**Local utilization**

Scale: 3 px per µm. 9 x 9 tiles, from white (low) to dark blue (high), 0 to 100% covered.
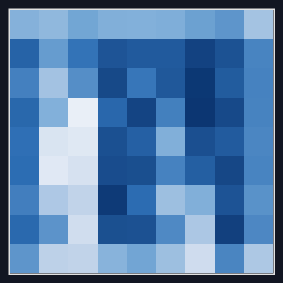
**PDN straps and rails**

Scale: 6 px per µm. Pins as bars on the die edge.
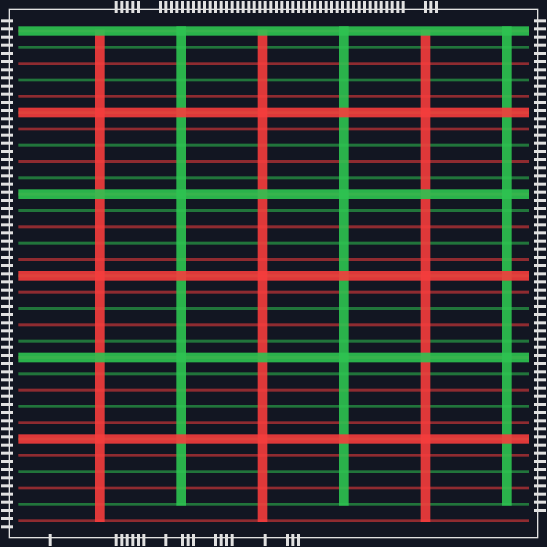
**Track usage over the die**

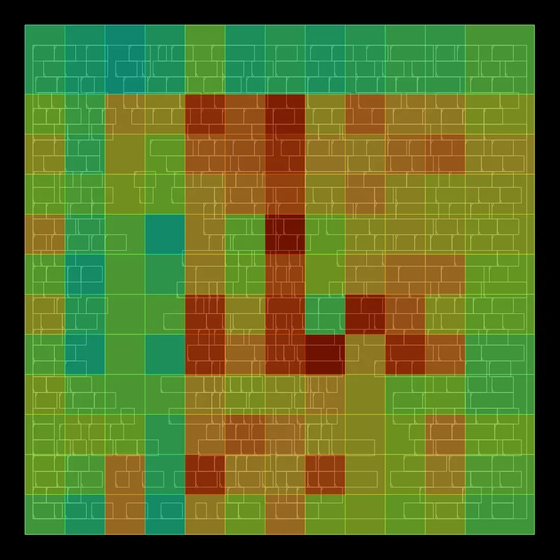
**Clock network drawn from the DEF**

Scale: 6 px per µm.
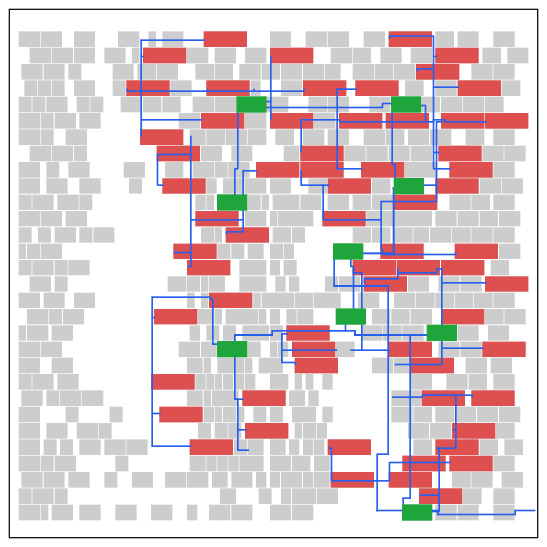
<file path="config.mk">
export PLATFORM = sky130hd
export DESIGN_NAME = dsp_mac_sequencer
export DESIGN_NICKNAME = d
export VERILOG_FILES = /design/src/rtl/dsp_mac_sequencer.sv
export SDC_FILE = /design/constraint.sdc
export NUM_CORES = 1
export LEC_CHECK = 0
export CAP_MARGIN = 5
export CORE_UTILIZATION = 38
export CTS_CLUSTER_SIZE = 12
export DETAILED_ROUTE_END_ITERATION = 16
export PLACE_DENSITY = 0.94
export SLEW_MARGIN = 40
export SYNTH_ARGS = -nofsm -noshare
export SYNTH_HDL_FRONTEND = slang
export SYNTH_SLANG_ARGS = --single-unit
</file>
<file path="constraint.sdc">
create_clock -name CLK -period 4.7 [get_ports CLK]
set_clock_uncertainty 0.2 [all_clocks]
set_input_delay 0.94 -clock CLK [delete_from_list [all_inputs] [get_ports CLK]]
set_output_delay 0.94 -clock CLK [all_outputs]
set_load 0.005 [all_outputs]
</file>
<file path="src/rtl/dsp_mac_sequencer.sv">
// dsp_mac_sequencer
//   Sequences one DSP48A1 slice as a dot-product engine: P = +/- sum(a_k * b_k).
//   The slice sits outside this module with every pipeline register enabled
//   (A0/A1/B0/B1/M/P/OPMODE), B input direct, carry-in select from OPMODE[5],
//   and synchronous resets.
//
// Ports
//   CLK, RST           clock, synchronous active-high reset
//   start/len/negate   job request, sampled in IDLE only
//   busy               high whenever a job is in progress
//   in_valid/in_ready  operand-pair handshake, in_a/in_b signed 18-bit
//   dsp_A/dsp_B        operands to the slice (zero on non-accept cycles)
//   dsp_CE/dsp_RSTP    global clock enable / reset to the slice
//   dsp_OPMODE         slice OPMODE, aligned to the product reaching M
//   dsp_CEP            P register enable, one pulse per accepted pair
//   dsp_P              slice P output
//   res_valid/res_ready/res_data  48-bit signed result handshake
module dsp_mac_sequencer #(
    parameter int LEN_W   = 8,
    parameter int MUL_LAT = 3
) (
    input  logic               CLK,
    input  logic               RST,
    input  logic               start,
    input  logic [LEN_W-1:0]   len,
    input  logic               negate,
    output logic               busy,
    input  logic               in_valid,
    output logic               in_ready,
    input  logic signed [17:0] in_a,
    input  logic signed [17:0] in_b,
    output logic [17:0]        dsp_A,
    output logic [17:0]        dsp_B,
    output logic               dsp_CE,
    output logic [7:0]         dsp_OPMODE,
    output logic               dsp_CEP,
    output logic               dsp_RSTP,
    input  logic [47:0]        dsp_P,
    output logic               res_valid,
    input  logic               res_ready,
    output logic [47:0]        res_data
);

    typedef enum logic [1:0] {IDLE, LOAD, DRAIN, DONE} state_t;

    state_t           state, state_nxt;
    logic [LEN_W-1:0] remaining;
    logic             neg_q;
    logic             first_q;      // next accepted pair is the job's first
    logic             accept;
    logic             pipe_empty;
    logic [1:0]       opm_z;

    // Tag pipeline: stage k holds the pair accepted k cycles ago.
    logic [MUL_LAT:1] vld_pipe;
    logic [MUL_LAT:1] first_pipe;

    assign accept     = in_valid & in_ready;
    assign pipe_empty = ~|vld_pipe;

    assign dsp_A    = accept ? in_a : '0;
    assign dsp_B    = accept ? in_b : '0;
    assign dsp_CE   = ~RST;
    assign dsp_RSTP = RST;

    // OPMODE is registered once inside the slice, so it is issued one stage
    // early to land together with the product on M. First product starts
    // from Z=0, later ones accumulate onto P; bit 7 selects subtraction.
    assign opm_z      = first_pipe[MUL_LAT-1] ? 2'b00 : 2'b10;
    assign dsp_OPMODE = vld_pipe[MUL_LAT-1] ? {neg_q, 3'b000, opm_z, 2'b01} : 8'h00;
    assign dsp_CEP    = vld_pipe[MUL_LAT];

    always_comb begin
        state_nxt = state;
        in_ready  = 1'b0;
        res_valid = 1'b0;
        busy      = (state != IDLE);
        case (state)
            IDLE: begin
                if (start) state_nxt = (len != '0) ? LOAD : DONE;
            end
            LOAD: begin
                in_ready = 1'b1;
                if (in_valid && remaining == LEN_W'(1)) state_nxt = DRAIN;
            end
            DRAIN: begin
                // Empty pipe means the last CEP pulse was last cycle, so P
                // now holds the final sum.
                if (pipe_empty) state_nxt = DONE;
            end
            DONE: begin
                res_valid = 1'b1;
                if (res_ready) state_nxt = IDLE;
            end
            default: state_nxt = IDLE;
        endcase
    end

    always_ff @(posedge CLK) begin
        if (RST) begin
            state      <= IDLE;
            remaining  <= '0;
            neg_q      <= 1'b0;
            first_q    <= 1'b0;
            vld_pipe   <= '0;
            first_pipe <= '0;
            res_data   <= '0;
        end else begin
            state      <= state_nxt;
            vld_pipe   <= {vld_pipe[MUL_LAT-1:1], accept};
            first_pipe <= {first_pipe[MUL_LAT-1:1], accept & first_q};
            case (state)
                IDLE: begin
                    if (start) begin
                        remaining <= len;
                        neg_q     <= negate;
                        first_q   <= 1'b1;
                        if (len == '0) res_data <= '0;
                    end
                end
                LOAD: begin
                    if (accept) begin
                        remaining <= remaining - 1'b1;
                        first_q   <= 1'b0;
                    end
                end
                DRAIN: begin
                    if (pipe_empty) res_data <= dsp_P;
                end
                default: ;
            endcase
        end
    end

endmodule

</file>
==> job_summary.md <==
### Yosys + OpenROAD results

| Metric | Value |
|---|---|
| Synth area leader | dfxtp_1 |
| P_seq | 0.703 mW |
| Hold path startpoint | first_pipe[1] |
| Comb. cell area | 1330 µm² |
| # hold bufs at CTS | 0 |
| Aoi share | 23.8% |
| Comb_multi_in | 186 |
| Fa+ha+maj area frac | 3.13% |
| Pint | 1.31 mW |
| First-pass GRT wire length | 13700 µm |
| N_taps | 96 |
| Share of cells above drive strength 1 | 6.58% |
| CP max FO | 19 |
| Worst reg2reg path depth | 7 |
| # DRC | 0 |
| Clock sink total | 65 |
| Worst slack, placed | 0.732 ns |
| Final worst slack | 1.31 ns |
| Nets@finish | 571 |
| Htree depth | 3 |
| # Cells Yosys | 285 |
| Initial drt markers | 160 |
| Unique masters post-synth | 44 |
| CP Capture Type | primary output |
| Commonest Layout Cell | clkdlybuf4s50_1 |
| P_leak | 1.98 nW |
| Worst Setup SP | RST |
| Hold Path Class | flop to flop |
| Cells after synthesis | 285 |
| Top cell area share | 46.5% |
| Main area contributors | dfxtp_1 46%, a22o_1 15%, and3_1 8.3% |
| Logic power comb | 0.762 mW |
| Worst R2R Start | state[1] |
| Async set-reset flop share out of synthesis | 0% |
| Post-synth top cells | 65 x dfxtp_1, 48 x a22o_1, 37 x and3_1 |
| Flop Count | 65 |
| Run status | completed |
| Critical Path Stages | 4 |
| # resized after CTS | 0 |
| CTS root buf | clkbuf_8 |
| DPL Wire Length | 6860 µm |
| N_diodes | 0 |
| Worst EP arrival | 2.25 ns |
| Delay of the slowest critical-path stage | 0.48 ns |
| Total number of vias | 2925 |
| Hold Path End | first_pipe[2] |
| Routed wl met2 | 4800 µm |
| Die area | 7710 µm² |
| Most common logic cells in the final layout | 189 x clkdlybuf4s50_1, 65 x dfxtp_1, 48 x a22o_1 |
| Non-CTS buffers | 196 |
| Vias in the first global route | 2906 |
| Comb area leader | AND-OR/OR-AND gates |
| Mux frac, synth | 0.402% |
| Reg clk slew, reported paths | 0.07 ns |
| Final clock-cell share | 4.14% |
| Fin crit share | 72.1% |
| RD Place Congestion | 0.793 |
| Seq/total area | 26.4% |
| Reg area | 1300 µm² |
| Top layer in use | met4 |
| Combinational share of cell area | 26.9% |
| Vias per std cell | 5.16 |
| CP max-delay cell | clkdlybuf4s50_1 |
| CTS tree | yes |
| Synth Seq Share | 46.5% |
| Tool warnings | 31 |
| Ys flop type | dfxtp_1 |
| Synth top cell by count | dfxtp_1 |
| Synthesis Warnings | 0 |
| Wl on met1 | 3500 µm |
| Synth Cell Area | 2800 µm² |
| Net Sw Power | 0.636 mW |
| Setup crit end | dsp_CE |
| Std cell rows | 30 |
| Power Total | 1.94 mW |
| Placed cells | 550 |
| Post-synth EDFFs | 0 |
| Routed length on met3 | 792 µm |
| Yosys stat chip area | 2800 µm² |
| Buf/Inv on CP | 4 |
| Largest net degree at the start of global routing | 39 |
| Port bufs | 190 |
| RR Endpoint | remaining[7] |
| Initial antenna violation count | 0 |
Notes on 'local utilization' above:
mean over tiles: 62%
emptiest ninth of the die: middle left
fullest tile: 98%
tiles over 75% full: 38%
Initial Util: 40.3%
share of the core filled with cells: 71.0%
core area: 6940 µm²

Notes on 'PDN straps and rails' above:
[VSS] red
[VDD] green
met5 straps: 6
met1 rails: 31
die width: 87.8 µm
Max VDD drop: 169 µV
Die Y: 87.8 µm

Notes on 'track usage over the die' above:
GR Util met1: 24.9%
GR peak layer: met2

Notes on 'clock network drawn from the DEF' above:
[flip-flops] red | count: 65
[clock drivers] green | count: 9
[clock wires] blue | length: 806 µm
routed clock nets: 10
clk_lat worst skew: 0.33 ns
clock share of power: 24.7%
P_clk: 0.479 mW

==> routing by layer <==
| layer | vias up | global-route usage (%) |
|---|---|---|
| li1 | 1402 | - |
| met1 | 1354 | 24.9 |
| met2 | 157 | 42.9 |
| met3 | 12 | 7.07 |
| met4 | 0 | 10.7 |
| met5 | - | 0 |
==> logic make-up (layout without fill, tap and decap cells) <==
| logic type | Yosys count | count (layout) |
|---|---|---|
| AOI/OAI and AO/OA | 86 | 86 |
| buffers and inverters | 38 | 220 |
| DFF | 65 | 65 |
| and+or+nand+nor | 87 | 87 |
| adders and majority gates | 7 | 7 |
| muxes | 1 | 1 |
| other | 1 | 5 |
==> registers in the layout (all words and copies together) (netlist names) <==
name and flops:
first_q 1, res_data 48, remaining 8, neg_q 1, first_pipe 2, vld_pipe 3, state 2
Power figures rest on the tool's default switching activity, not on a simulated workload.
